Design serial_subtractor, sky130hd; sources not shown.
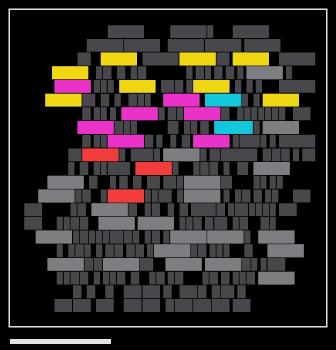
Fig. 1. Sequential cells grouped by signal name.
Bar = 20 um.
[red] `cnt_q` | placed flops: 3
[cyan] `state_q` | placed flops: 2
[yellow] `diff_o` | placed flops: 8
[magenta] `res_q` | placed flops: 7
not colored: 22
sequential portion of the cell area: 0.3682
Final Util: 0.6854

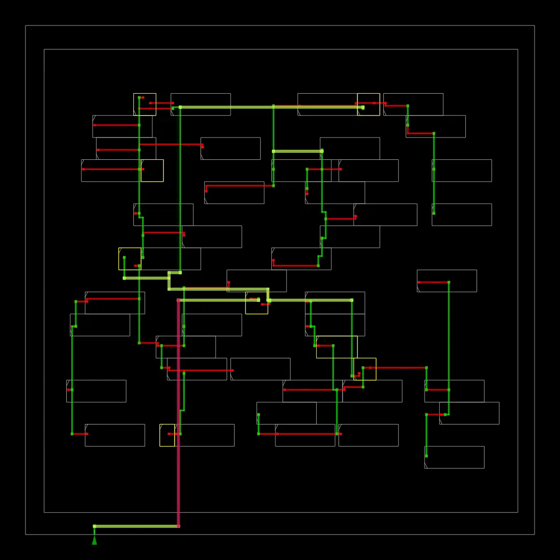
Fig. 2. Clock wiring as the flow saved it.
Insertion Delay late pin: 0.35 ns
clock sinks: 42
clock buffers: 6

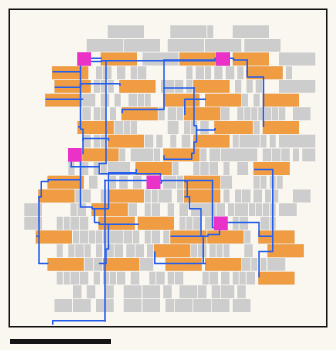
Fig. 3. Routed clock nets over the placement.
Bar = 20 um.
[magenta] clock drivers | count: 5
[orange] flip-flops | count: 42
[blue] clock wires | length: 459 um
routed clock nets: 6
Clock Power Share: 0.291
post-route clock skew: 0.01322 ns
clk pwr: 0.000518 W

==> results.toml <==
# synthesis and place-and-route metrics
[sta]
slew_violations = 0
hold_viol = 0
finalSetupViolCount = 0
period_used_share = 0.8353
fmax_mhz = 704.3

[placed_design]
place.detailed.hpwl_um = 2611
numPortBuffers = 30
placed_cell_area_sq_mm = 0.002223

[die]
die_area_sq_mm = 0.003941
pin_count = 31
core_sq_mm = 0.003337

[detailed_routing]
wl_met3_um = 202
firstDrtPassIters = 4
met1Wirelength_um = 1648
final_antenna_net_count = 0
drtIter0Drc = 75
vias = 1615

[run_status]
run_status = "complete, no violations"

[setup_path]
ff2ff_path_depth = 7
critPathArrivalTime_ns = 1.72
critPathCaptureType = "flop"
path_max_fanout = 20

[grt]
met1_usage = 0.2378
grt_usage = 0.1996
grt_max_degree = 21

[power_and_ir_drop]
sw_frac_of_total = 0.2624
intPower_w = 0.001312
switching_power_w = 0.0004666

[synthesis]
top_logic_kind = "simple AND/OR/NAND/NOR gates"
synthMuxAreaShare = 0
syn-num-nets = 267
ys_sh_aoi = 0.05014
synthCells = 245

[finish]
logic_gate_count = 162
lay_top_count = "nand2_1"
layout.nets = 297
bufAreaShareNonClock = 0.2035
design_area_sq_mm = 0.002287
buffers = 36

[clocking]
cts_resized = 0
cts_max_level = 2
cts_setup_buffers = 0
cts_root_buf = "clkbuf_4"
[per-stage QoR]
stage / util / worst slack [ns] / hold slack (ns) / cells
4_1_cts: 0.6854 / 0.2776 / 0.4598 / 322
2_1_floorplan: - / 0.2444 / 0.3335 / 245
3_5_place_dp: 0.6663 / 0.1144 / 0.4391 / 314
6_report: 0.6854 / 0.2801 / 0.4595 / 322
3_3_place_gp: 0.6663 / 0.1839 / 0.4456 / 314
5_1_grt: 0.6854 / 0.09973 / 0.4826 / 322
[power groups by stage]
stage / logic, W / registers [W] / clock network, W
CTS: 0.000222 / 0.00104 / 0.000530
finish: 0.000222 / 0.00104 / 0.000518
global route: 0.000247 / 0.00104 / 0.000576
detailed placement: 0.000221 / 0.00106 / 0
floorplan: 0.000143 / 0.00107 / 0
global placement: 0.000215 / 0.00106 / 0
[synth_stat cells]
cell,instances,area [sq um]
nand2_1,73,274.0
nand3_1,53,265.3
dfxtp_1,42,840.8
inv_1,25,93.84
nor2_1,10,37.54
a21oi_1,9,45.04
buf_6,5,56.30
o21ai_0,4,20.02
buf_2,3,15.01
inv_2,3,11.26
a211oi_1,2,15.01
buf_1,2,7.510
buf_4,2,15.01
ha_1,2,25.02
nand2_2,2,12.51
nor2_2,2,12.51
o21ai_1,2,10.01
clkbuf_1,1,3.750
fa_1,1,20.02
nor2_4,1,11.26
nor3_1,1,5.000
[critical path: stages, from the launching register on]
cell and delay [ns]:
dfxtp_2 0.41, inv_1 0.08, nor2_4 0.38, buf_4 0.25, nand2_1 0.06, nand3_1 0.08
nand2_1 0.05, inv_1 0.05
[cells by family (layout without fill, tap and decap cells)]
| family | after synthesis | count (layout) |
|---|---|---|
| simple gates | 142 | 142 |
| flops | 42 | 42 |
| buf+inv | 41 | 72 |
| compound gates | 17 | 17 |
| fa+ha+maj | 3 | 3 |
No activity file was given, so power comes from the tool's default toggle rates.
